==> src/rtl/branch_redirect_ctrl.sv <==
// Fetch-redirect controller: picks the next fetch PC each cycle and sequences the
// multi-cycle pipeline flush that follows a resolved branch misprediction.
module branch_redirect_ctrl #(
  parameter int WordSize   = 32,
  parameter int FlushDepth = 2,
  parameter int CntWidth   = 16
) (
  input  logic                clk,
  input  logic                rstn,
  input  logic                stall,
  input  logic                mispredict,
  input  logic [WordSize-1:0] npc_corr,
  input  logic                pred_taken,
  input  logic [WordSize-1:0] pred_pc,
  input  logic [WordSize-1:0] pc,
  output logic [WordSize-1:0] pc_next,
  output logic                pc_we,
  output logic                rstn_out,
  output logic                flush_busy,
  output logic [CntWidth-1:0] redirect_cnt,
  output logic [CntWidth-1:0] mispred_cnt
);

  typedef enum logic {
    RUN   = 1'b0,
    FLUSH = 1'b1
  } state_t;

  localparam logic [3:0]          FLUSH_LOAD = 4'(FlushDepth - 1);
  localparam logic [WordSize-1:0] PC_STEP    = WordSize'(4);
  localparam logic [CntWidth-1:0] CNT_MAX    = '1;
  localparam logic [CntWidth-1:0] CNT_ONE    = CntWidth'(1);

  state_t     state, state_d;
  logic [3:0] flush_left, flush_left_d;
  logic       mis_inc, red_inc;

  always_ff @(posedge clk or negedge rstn) begin
    if (!rstn) begin
      state      <= RUN;
      flush_left <= 4'd0;
    end else begin
      state      <= state_d;
      flush_left <= flush_left_d;
    end
  end

  // While rstn is low every output falls back to "hold PC, flush pipeline".
  always_comb begin
    state_d      = state;
    flush_left_d = flush_left;
    pc_next      = pc;
    pc_we        = 1'b0;
    rstn_out     = 1'b0;
    flush_busy   = 1'b0;
    mis_inc      = 1'b0;
    red_inc      = 1'b0;
    if (rstn) begin
      case (state)
        RUN: begin
          if (mispredict) begin
            pc_next      = npc_corr;
            pc_we        = 1'b1;
            flush_busy   = 1'b1;
            mis_inc      = 1'b1;
            flush_left_d = FLUSH_LOAD;
            state_d      = (FlushDepth > 1) ? FLUSH : RUN;
          end else if (stall) begin
            rstn_out = 1'b1;
          end else if (pred_taken) begin
            pc_next  = pred_pc;
            pc_we    = 1'b1;
            rstn_out = 1'b1;
            red_inc  = 1'b1;
          end else begin
            pc_next  = pc + PC_STEP;
            pc_we    = 1'b1;
            rstn_out = 1'b1;
          end
        end
        FLUSH: begin
          flush_busy = 1'b1;
          // Leaving on the count that reaches zero keeps rstn_out low for FlushDepth cycles total.
          if (flush_left <= 4'd1) begin
            flush_left_d = 4'd0;
            state_d      = RUN;
          end else begin
            flush_left_d = flush_left - 4'd1;
          end
        end
        default: state_d = RUN;
      endcase
    end
  end

  always_ff @(posedge clk or negedge rstn) begin
    if (!rstn) begin
      redirect_cnt <= '0;
      mispred_cnt  <= '0;
    end else begin
      if (red_inc && (redirect_cnt != CNT_MAX)) redirect_cnt <= redirect_cnt + CNT_ONE;
      if (mis_inc && (mispred_cnt != CNT_MAX))  mispred_cnt  <= mispred_cnt + CNT_ONE;
    end
  end

endmodule

==> config.mk <==
export PLATFORM = sky130hd
export DESIGN_NAME = branch_redirect_ctrl
export DESIGN_NICKNAME = d
export VERILOG_FILES = /design/src/rtl/branch_redirect_ctrl.sv
export SDC_FILE = /design/constraint.sdc
export NUM_CORES = 1
export LEC_CHECK = 0
export ABC_AREA = 1
export CAP_MARGIN = 20
export CORE_ASPECT_RATIO = 1.4
export CORE_MARGIN = 1.5
export CORE_UTILIZATION = 48
export DETAILED_ROUTE_END_ITERATION = 16
export PLACE_DENSITY = 0.83
export SYNTH_ARGS = -nofsm -noshare
export SYNTH_HDL_FRONTEND = slang
export SYNTH_SLANG_ARGS = --single-unit
==> constraint.sdc <==
create_clock -name clk -period 2.4 [get_ports clk]
set_input_delay 0.48 -clock clk [delete_from_list [all_inputs] [get_ports clk]]
set_output_delay 0.48 -clock clk [all_outputs]
set_load 0.05 [all_outputs]
**Run 1: clock distribution**

Drawn at 4 px/um.
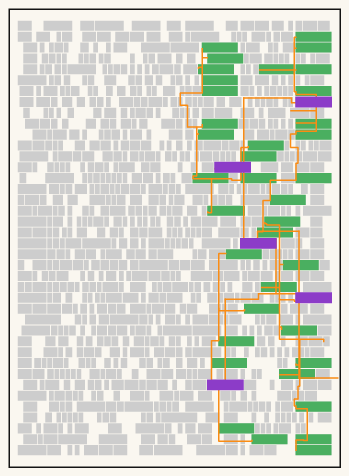
legend:
  purple:
    item: clock drivers
    count: 5
  orange:
    item: clock wires
    length: 544 um
  green:
    item: flip-flops
    count: 37
routed clock nets: 6

**Run 1: M2 wires**

Drawn at 4 px/um.
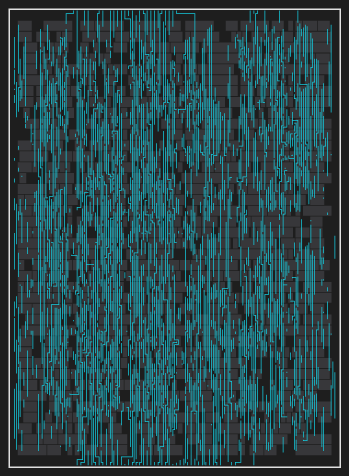
share of all routed wire: 53%
wire length on this layer: 8,870 um

==> notes.md, run 1 <==
Implementation status.

- The flow ran to the end, and the final reports show no timing, DRC or antenna violations.
- The design draws 4.73 mW.
- The yosys cell count is 719.
- The power per standard cell area is 659 mW/mm^2.
- Once detailed placement completed, the half-perimeter wirelength came to 12,500 um.
- The register bit count reported by yosys is 37.
- According to the Yosys statistics, the synthesized design has a chip area of 0.00423 mm^2.
- The antenna diode instance count is 2.
- The initial cell density of the core is 49.5%.
- The fraction of met2 tracks used by global routing is 64.2%.
- Global routing used 35.1% of the available tracks.
- The number of warning messages in the yosys log is 0.
- The non-clock buffer area fraction after layout is 35.6%.
- The critical path endpoint category is an output pin.
- The global routing stage identified its most utilized layer as met2.
- The largest stage delay on the critical path is 270 ps.
- The post-placement cell area is 0.00675 mm^2.
- The detailed route wirelength on metal3 is 1280 um.
- The share of Yosys cell area claimed by the top area cell type is 23.3%.
- In the layout the tool counted multi-input logic cells amounting to 581.
- The number of global-route vias before repair came to 5,629.
- Clock skew on the completed layout was measured at 5.68 ps.
- The path type of the worst min-delay path is in2async.
- After layout, the inverter instance count without clock inverters stands at 76.
- The number of slew-limit violations in the final report is 0.
- The analysis attributes to cell leakage a power of 3.30 nW.
- The script extracted a net switching power of 2.26 mW.
- Per the layout report, the design carries 6 clock buffers.
- The start of the worst register-to-register path is redirect_cnt[0]$_DFFE_PN0P_.
- The aggregate global routing overflow is 0.
- The most common logic cell in the final layout is nand2_1.
- The core area is 0.00856 mm^2.
- After detailed routing, the number of remaining DRC violations is 0.
- Detailed routing placed a total of 8870 um of wire on met2.
- The initialized floorplan defines 40 standard-cell rows.
- Leaving out the clock tree, the finished layout contains a buffer count of 241.
- Per the timing report, the achievable frequency comes out to 426 MHz.
- The maximum level of the CTS H-tree is 2.
- The required time at the worst-slack endpoint is 1920 ps.
- Ranked by total area, the top cell class in this layout is logic gates.
- Endpoints failing hold in the final report were tallied at 0.
- Yosys reports the multiplexer fraction of the synthesized area as 0%.
- The root buffer cell is clkbuf_16.
- The total wire length is 16,800 um.
- The cell repeated most along the worst path is nand2_1.
- The finished layout holds 1,050 standard cells, fillers aside.
- The total number of vias is 5,872.
- The highest signal layer in the routed design is met4.
- In this run, flip-flops and latches consume 19.5% of the power.
- The worst setup path category is in2out.
- The share of flip-flops with an asynchronous set or reset is 100%.
- STA lists the maximum fanout along the critical path as 3.
- The library cell contributing the largest single delay on the critical path is clkdlybuf4s15_1.
- The setup-violating endpoint count in the final report is 0.
- The detailed router finished its first iteration with 301 violations.
- The top cell family by delay on the critical path is simple AND/OR/NAND/NOR gates.
- For reference, the critical path is launched at pc[25].
- In this run the post-CTS setup repair buffer count came out at 9.
- In this run, the synthesized area fraction spent on AND-OR/OR-AND gates is recorded as 14.2%.
- During tapcell insertion the tool placed 105 well taps.
- The final timing report gives a worst setup slack of 55.2 ps.
- Max-cap violations in this run came to 0.
- The total clock buffers created by CTS is 5.
- The synthesized netlist devotes 1.48% of its cell area to adder and majority cells.
- For this run, the detailed router reports a per-instance via density of 5.59.
- The xor-xnor portion of the synthesized cell area is 7.86%.
- The final clock period utilization by the worst path is 97.7%.
- Listed in order, past its start point the critical path passes clkdlybuf4s15_1 -> nand2_1 -> nor2_1 -> nand2_1 -> nor2_2 -> nand2_1 -> nand2_1 -> nand2_1 -> nand2_1 -> nand2_1 -> nand2_1 -> nand3_2 -> buf_12.
- The group drawing the most power is combinational cells.
- In the final layout, the share of cells above drive strength 1 is 24.7%.
- The capture point of the critical path was reported as pc_next[29].
- The sequential share of the synthesized area is 21.9%.
- The power in combinational cells is 3.12 mW.
**Run 1: clock routing**

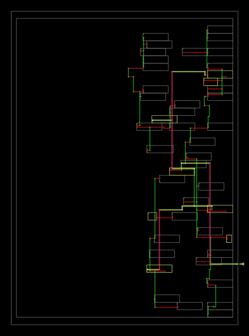
Worst-Skew Late Latency: 290 ps
P_clk: 0.684 mW
total number of sequential cells: 37

==> run 2, diff against run 1 <==
--- a/config.mk
+++ b/config.mk
@@ -10,6 +10,7 @@
 export CORE_ASPECT_RATIO = 1.4
 export CORE_MARGIN = 1.5
 export CORE_UTILIZATION = 48
+export CTS_CLUSTER_DIAMETER = 120
 export DETAILED_ROUTE_END_ITERATION = 16
 export PLACE_DENSITY = 0.83
 export SYNTH_ARGS = -nofsm -noshare
**Run 2: clock distribution**

Drawn at 4 px/um.
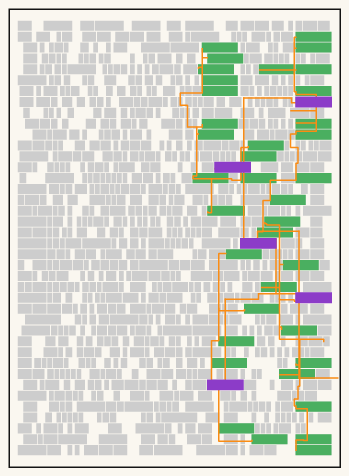
legend:
  purple:
    item: clock drivers
    count: 5
  green:
    item: flip-flops
    count: 37
  orange:
    item: clock wires
    length: 544 um
routed clock nets: 6
clock skew after layout: 5.68 ps
Clock power frac: 14.5%

**Run 2: clock routing**

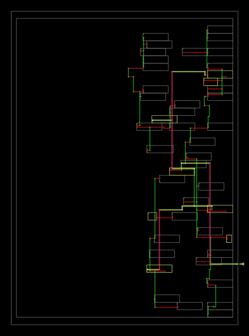
# clk buffers: 6
number of sinks driven by the clock tree: 37

==> run 2 against run 1 <==
Net effect: combinational power about the same; via count unchanged; clock power about the same; maximum frequency unchanged; wire length did not move; power stayed put; global-route usage is the same; register-to-register slack barely moved; first-iteration DRC count did not move.
==> notes.md, run 2 <==
Implementation status.

- The synthesized design devotes to its leading area cell type 23.3% of total area.
- For the worst-skew pair, the clock arrives at the later sink with an insertion delay of 290 ps.
- The run finished with clean final reports.
- The power per standard cell area is 659 mW/mm^2.
- The total length of routed met2 wires is 8870 um.
- The total clock buffers created by CTS is 5.
- The largest stage delay on the critical path is 270 ps.
- Of the total synthesized cell area, the portion taken by full adders, half adders and majority gates is 1.48%.
- The library cell contributing the largest single delay on the critical path is clkdlybuf4s15_1.
- Summed over all cells, the static leakage comes to 3.30 nW.
- Total global-route track usage over all layers is 35.1%.
- The initial cell density of the core is 49.5%.
- Per the log, the first TritonRoute iteration ended with a DRC count of 301.
- The number of cells reported by Yosys stat comes to 719.
- Wire segments on met3 add up to 1280 um in the final route.
- The most used routing layer in global routing is met2.
- The sequential share of the synthesized area is 21.9%.
- The number of non-clock inverters is 76.
- The highest signal layer in the routed design is met4.
- The final hold violation count recorded for this run is 0.
- The final report lists a non-filler cell total of 1,050.
- The sequential cell count is 37.
- In this run, synthesis produced a sequential element count of 37.
- The final report lists the setup-violating endpoint count as 0.
- The layout has 241 buffers outside the clock class.
- The total half-perimeter wirelength after legalization and detailed placement is 12,500 um.
- The synthesis report lists the Yosys warning total as 0.
- Dividing the final minimum period by the clock period gives 97.7%.
- The share of layout cells above drive strength 1 is 24.7%.
- After synthesis, the chip area reported by Yosys is 0.00423 mm^2.
- The launching instance or port of the critical path is pc[25].
- The largest cell class by area is logic gates.
- The power in combinational cells is 3.12 mW.
- The AND-OR/OR-AND share of the synthesized area is 14.2%.
- For reference, XOR and XNOR gates occupy 7.86% of the area reported after synthesis.
- Summed over the clock group, the power is 0.684 mW.
- Multiplexer cells account for 0% of the synthesized area.
- Per the timing report, the most critical flop-to-flop path originates at redirect_cnt[0]$_DFFE_PN0P_.
- The critical path goes through clkdlybuf4s15_1 -> nand2_1 -> nor2_1 -> nand2_1 -> nor2_2 -> nand2_1 -> nand2_1 -> nand2_1 -> nand2_1 -> nand2_1 -> nand2_1 -> nand3_2 -> buf_12.
- The worst setup path is of the in2out kind.
- The fmax is 426 MHz.
- The overall power of the completed layout is 4.73 mW.
- The count of pins on the block boundary is 168.
- The cell repeated most along the worst path is nand2_1.
- Data on the critical path is required at its endpoint by 1920 ps.
- Per STA, the worst path accumulates the most delay in the family simple AND/OR/NAND/NOR gates.
- The aggregate global routing overflow is 0.
- The repair_antennas step left the layout with diodes totalling 2.
- For this floorplan the total number of well-tap instances is 105.
- The largest fanout on the critical path is 3.
- The number of slew-limit violations in the final report is 0.
- Per the CTS log, the root buffer master is clkbuf_16.
- The proportion of power drawn by flip-flops and latches is 19.5%.
- The total number of vias is 5,872.
- The signed area change from the synthesized netlist to the final layout is 69.5%.
- The number of buffers on the longest clock path is 2.
- The net switching power in the latest report is 2.26 mW.
- The number of vias per cell after detailed routing is 5.59.
- The share of flip-flops with an asynchronous set or reset is 100%.
- The placement stage leaves a total instance area of 0.00675 mm^2.
- The most common cell after layout, fill and taps aside is nand2_1.
- Setup slack on the critical path of the routed design comes to 55.2 ps.
- The critical path ends at pc_next[29].
- The number of maximum-capacitance violations is 0.
- Per the CTS log, the maximum H-tree level is 2.
- The number of standard-cell rows in the floorplan is 40.
- In the global route stage, met2 resource usage came out at 64.2%.
- The post-CTS setup buffer count is 9.
- The critical path endpoint category is an output pin.
**Run 2: wires at chosen ports, followed through buffers**

Drawn at 3 px/um.
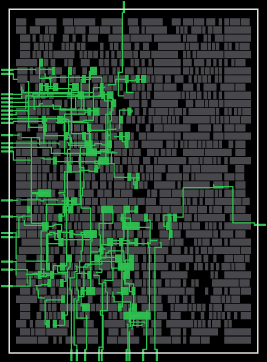
legend:
  green:
    port: pc
    direction: input
    edge: 21 left, 9 bottom, 1 right, 1 top
    end_cells: 98
    buffers: 52
    wire: 1,980 um

Power and IR drop assume default switching activity.
